$ cat src/rtl/ras_ctrl.sv
// ras_ctrl: speculative return-address-stack controller with drain/resync on flush.
// Ports: clk, reset_n, req_* (fetch actions), cmt_* (retire), flush,
//        stg_* (stage control), tos_addr, inflight, busy, stat_stalls.
// Macro RAS_CTRL_STATS_EN: enables the saturating stall counter on stat_stalls.
module ras_ctrl #(
  parameter int DEPTH      = 16,
  parameter int WIDTH      = 32,
  parameter int ADDR_WIDTH = 10
) (
  input  logic                    clk,
  input  logic                    reset_n,
  input  logic                    req_valid,
  input  logic                    req_push,
  input  logic                    req_pop,
  input  logic [WIDTH-1:0]        req_data,
  output logic                    req_ready,
  input  logic                    cmt_valid,
  output logic                    cmt_ready,
  input  logic                    flush,
  output logic                    stg_trigger,
  output logic                    stg_push,
  output logic                    stg_pop,
  output logic                    stg_commit,
  output logic                    stg_reset,
  output logic [WIDTH-1:0]        stg_data,
  output logic [ADDR_WIDTH-1:0]   stg_addr,
  output logic [ADDR_WIDTH-1:0]   tos_addr,
  output logic [$clog2(DEPTH):0]  inflight,
  output logic                    busy,
  output logic [31:0]             stat_stalls
);

  localparam int IW = $clog2(DEPTH) + 1;
  localparam logic [IW-1:0] DEPTH_C = IW'(DEPTH);
  localparam logic [IW-1:0] I_ONE = IW'(1);
  localparam logic [ADDR_WIDTH-1:0] A_ONE = ADDR_WIDTH'(1);

  typedef enum logic [1:0] {
    RUN    = 2'd0,
    DRAIN  = 2'd1,
    RESYNC = 2'd2
  } state_t;

  state_t state_q, state_d;
  logic [IW-1:0] infl_d;
  logic [ADDR_WIDTH-1:0] addr_c;
  logic run_st, rsy_st;

  // Slot address the action touches; also the new top on a trigger.
  always_comb begin
    addr_c = tos_addr;
    unique case (1'b1)
      (req_push && !req_pop): addr_c = tos_addr + A_ONE;
      (req_pop && !req_push): addr_c = tos_addr - A_ONE;
      default: ;
    endcase
  end

  // Outputs are forced low while reset is held.
  always_comb begin
    run_st      = (state_q == RUN);
    rsy_st      = (state_q == RESYNC);
    req_ready   = reset_n && run_st && !flush
                  && (inflight < DEPTH_C);
    cmt_ready   = reset_n && (inflight != '0) && !rsy_st;
    stg_trigger = req_valid && req_ready;
    stg_commit  = cmt_valid && cmt_ready;
    stg_push    = reset_n && req_push;
    stg_pop     = reset_n && req_pop;
    stg_data    = reset_n ? req_data : '0;
    stg_addr    = reset_n ? addr_c : '0;
    stg_reset   = reset_n && rsy_st;
    busy        = reset_n && !run_st;
  end

  always_comb begin
    infl_d = inflight;
    if (stg_trigger && !stg_commit)
      infl_d = inflight + I_ONE;
    else if (!stg_trigger && stg_commit)
      infl_d = inflight - I_ONE;
  end

  // DRAIN looks at next-cycle occupancy so a
  // commit that empties the count moves on now.
  always_comb begin
    state_d = state_q;
    unique case (state_q)
      RUN:    if (flush) state_d = DRAIN;
      DRAIN:  if (infl_d == '0) state_d = RESYNC;
      RESYNC: state_d = RUN;
      default: state_d = RUN;
    endcase
  end

  always_ff @(posedge clk or negedge reset_n) begin
    if (!reset_n) begin
      state_q  <= RUN;
      tos_addr <= '0;
      inflight <= '0;
    end else begin
      state_q  <= state_d;
      inflight <= infl_d;
      if (rsy_st)
        tos_addr <= '0;
      else if (stg_trigger)
        tos_addr <= addr_c;
    end
  end

`ifdef RAS_CTRL_STATS_EN
  logic [31:0] stall_q;

  always_ff @(posedge clk or negedge reset_n) begin
    if (!reset_n)
      stall_q <= '0;
    else if (req_valid && !req_ready
             && (stall_q != '1))
      stall_q <= stall_q + 32'd1;
  end

  assign stat_stalls = stall_q;
`else
  assign stat_stalls = '0;
`endif

endmodule

$ cat config.mk
export PLATFORM = sky130hd
export DESIGN_NAME = ras_ctrl
export DESIGN_NICKNAME = d
export VERILOG_FILES = /design/src/rtl/ras_ctrl.sv
export SDC_FILE = /design/constraint.sdc
export NUM_CORES = 1
export LEC_CHECK = 0
export CAP_MARGIN = 0
export CORE_UTILIZATION = 39
export CTS_CLUSTER_SIZE = 14
export DETAILED_ROUTE_END_ITERATION = 10
export GPL_TIMING_DRIVEN = 0
export HOLD_SLACK_MARGIN = 0.15
export PLACE_DENSITY = 0.95
export SYNTH_ARGS = -nofsm -noshare
export SYNTH_HDL_FRONTEND = slang
export SYNTH_SLANG_ARGS = --single-unit
$ cat constraint.sdc
create_clock -name clk -period 8.3 [get_ports clk]
set_input_delay 1.66 -clock clk [delete_from_list [all_inputs] [get_ports clk]]
set_output_delay 1.66 -clock clk [all_outputs]
set_load 0.005 [all_outputs]
==> job_summary.md <==
## PnR job results

| Metric | Value |
|---|---|
| Power in the clock group | 66.1 uW |
| Dominant delay contributor by cell family on the critical path | AND-OR/OR-AND gates |
| Reg2reg setup slack | 5880 ps |
| Total power of the final layout | 622 uW |
| Critical path capture point type | primary output |
| # rows | 25 |
| Post-route clock period utilization | 0.827 |
| IR drop worst, VDD | 0.138 mV |
| Total power per unit cell area | 191 mW/mm2 |
| Clk sinks | 17 |
| Die Span Y | 73.3 um |
| Post-cts sizing count | 0 |
| Post-route minimum period | 6860 ps |
| Tapcell Cnt | 67 |
| Status | finished, final reports clean |
| Power of the sequential group | 170 uW |
| Post-CTS setup buffer count | 0 |
| Routed met3 length | 494 um |
| Non-clock buffer area fraction after layout | 0.402 |
| Synth-to-layout area growth | 64.5% |
| Most common cell after layout, fill and taps aside | sky130_fd_sc_hd__clkdlybuf4s50_1 |
| Reg2Reg Capture Point | tos_addr[8] |
| Proportion of power drawn by flip-flops and latches | 0.273 |
| Cell count in the Yosys report | 255 |
| Average instance area after synthesis | 7.78 um2 |
| Cell chain of the critical path | clkdlybuf4s50_1 > ha_1 > ha_1 > a21oi_1 > o21ai_0 > a2111oi_0 > nor3_1 > or3b_1 > a21oi_1 > clkdlybuf4s50_1 |
| Worst Hold Path EP | tos_addr[6] |
| Library cell used as clock root buffer | sky130_fd_sc_hd__clkbuf_8 |
| Fin nets | 446 |
| Standard cell core area | 0.00482 mm2 |
| Total internal power | 370 uW |
| Most Crowded Layer GR | met2 |
| Global route overflow | 0 |
| Antenna violations before repair | 0 |
| Class of the most critical setup path | primary input to primary output |
| Post-route cell area | 0.00326 mm2 |
| Starting Density | 0.412 |
| Sequential cell area share | 0.130 |
| Share of post-route cells with drive strength above 1 | 0.125 |
| XOR-XNOR Cells, Area Fraction | 0.0486 |
| Complex-gate fraction of the synthesized area | 0.150 |
| Count of hold-fix buffers inserted at cts | 0 |
| Fraction of area in multi-input gates | 0.416 |
| Number of buffers and inverters on the critical path | 2 |
| Number of violations reported at the end of detailed-routing iteration 0 | 75 |
| # clk buffers | 3 |
| Leading register cell type out of synthesis | sky130_fd_sc_hd__dfrtp_1 |
| Critical path's largest stage delay | 590 ps |
| Worst Setup Slack, final | 1440 ps |
| Nature of the critical path startpoint | primary input |
| Post-synthesis adder-cell area fraction | 0.0858 |
| Top routing layer in use | met4 |
| Non-clock inverter count in the final layout | 9 |
| Share of total power consumed by net switching | 0.406 |
| YS chip area | 0.00198 mm2 |
| Post-synthesis cell area | 0.00198 mm2 |
| Area of combinational cells with multiple inputs | 0.00136 mm2 |
| Total of plain and repair buffers excluding clock buffers | 146 |
| Critical path peak fanout | 17 |
**Met2 routing**

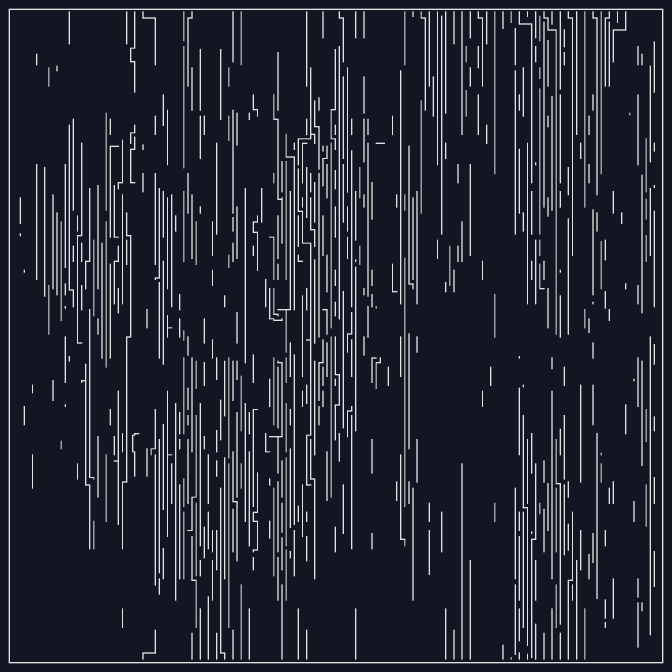
- nets with wire on the layer: 387
- main direction: vertical
- wire length on this layer: 3290 um
- longest straight run: 34.2 um
- share of all routed wire: 51%

**Cell density map**

7 x 7 tiles, from white (low) to dark blue (high), 0 to 100% covered.
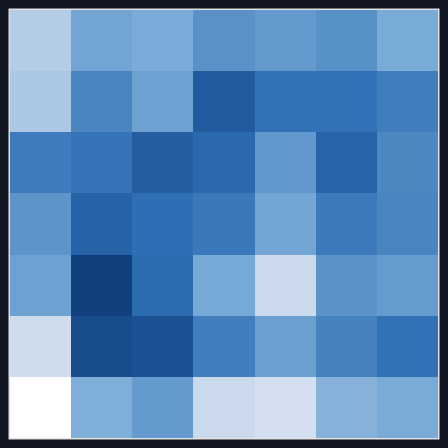
- tiles over 75% full: 20%
- densest ninth of the die: middle left
- nearly empty tiles: 2.0%
- mean over tiles: 59%
- fullest tile: 94%

**Metal layers overlaid**

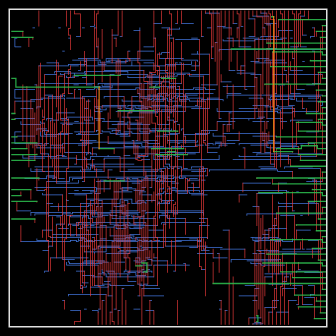
- red: met2 (wire length 3290 um)
- blue: met1 (wire length 2590 um)
- green: met3 (wire length 494 um)
- orange: met4 (wire length 45.6 um)

**Gate families picked out**

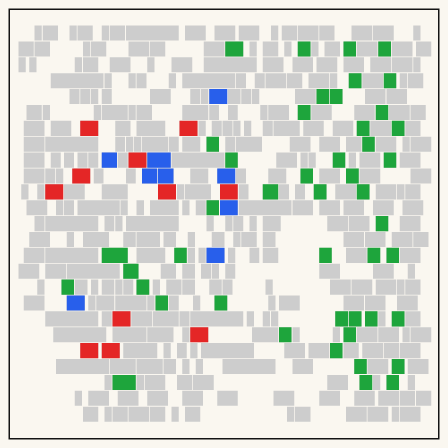
- red: XOR/XNOR gates (cells 11)
- green: AND and OR gates (cells 46)
- blue: AND-OR and OR-AND gates (cells 9)

**Congestion heat map**

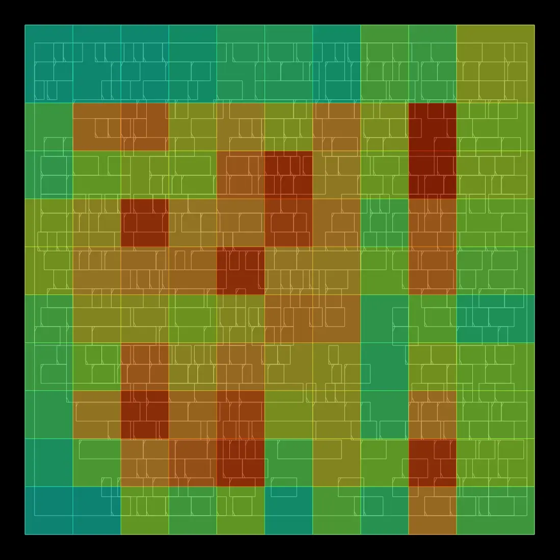
global-route met3 utilization: 0.0425
grt met1 use: 0.272
gr usage total: 0.231
core occupancy in the finished layout: 0.677

Power and IR drop assume default switching activity.
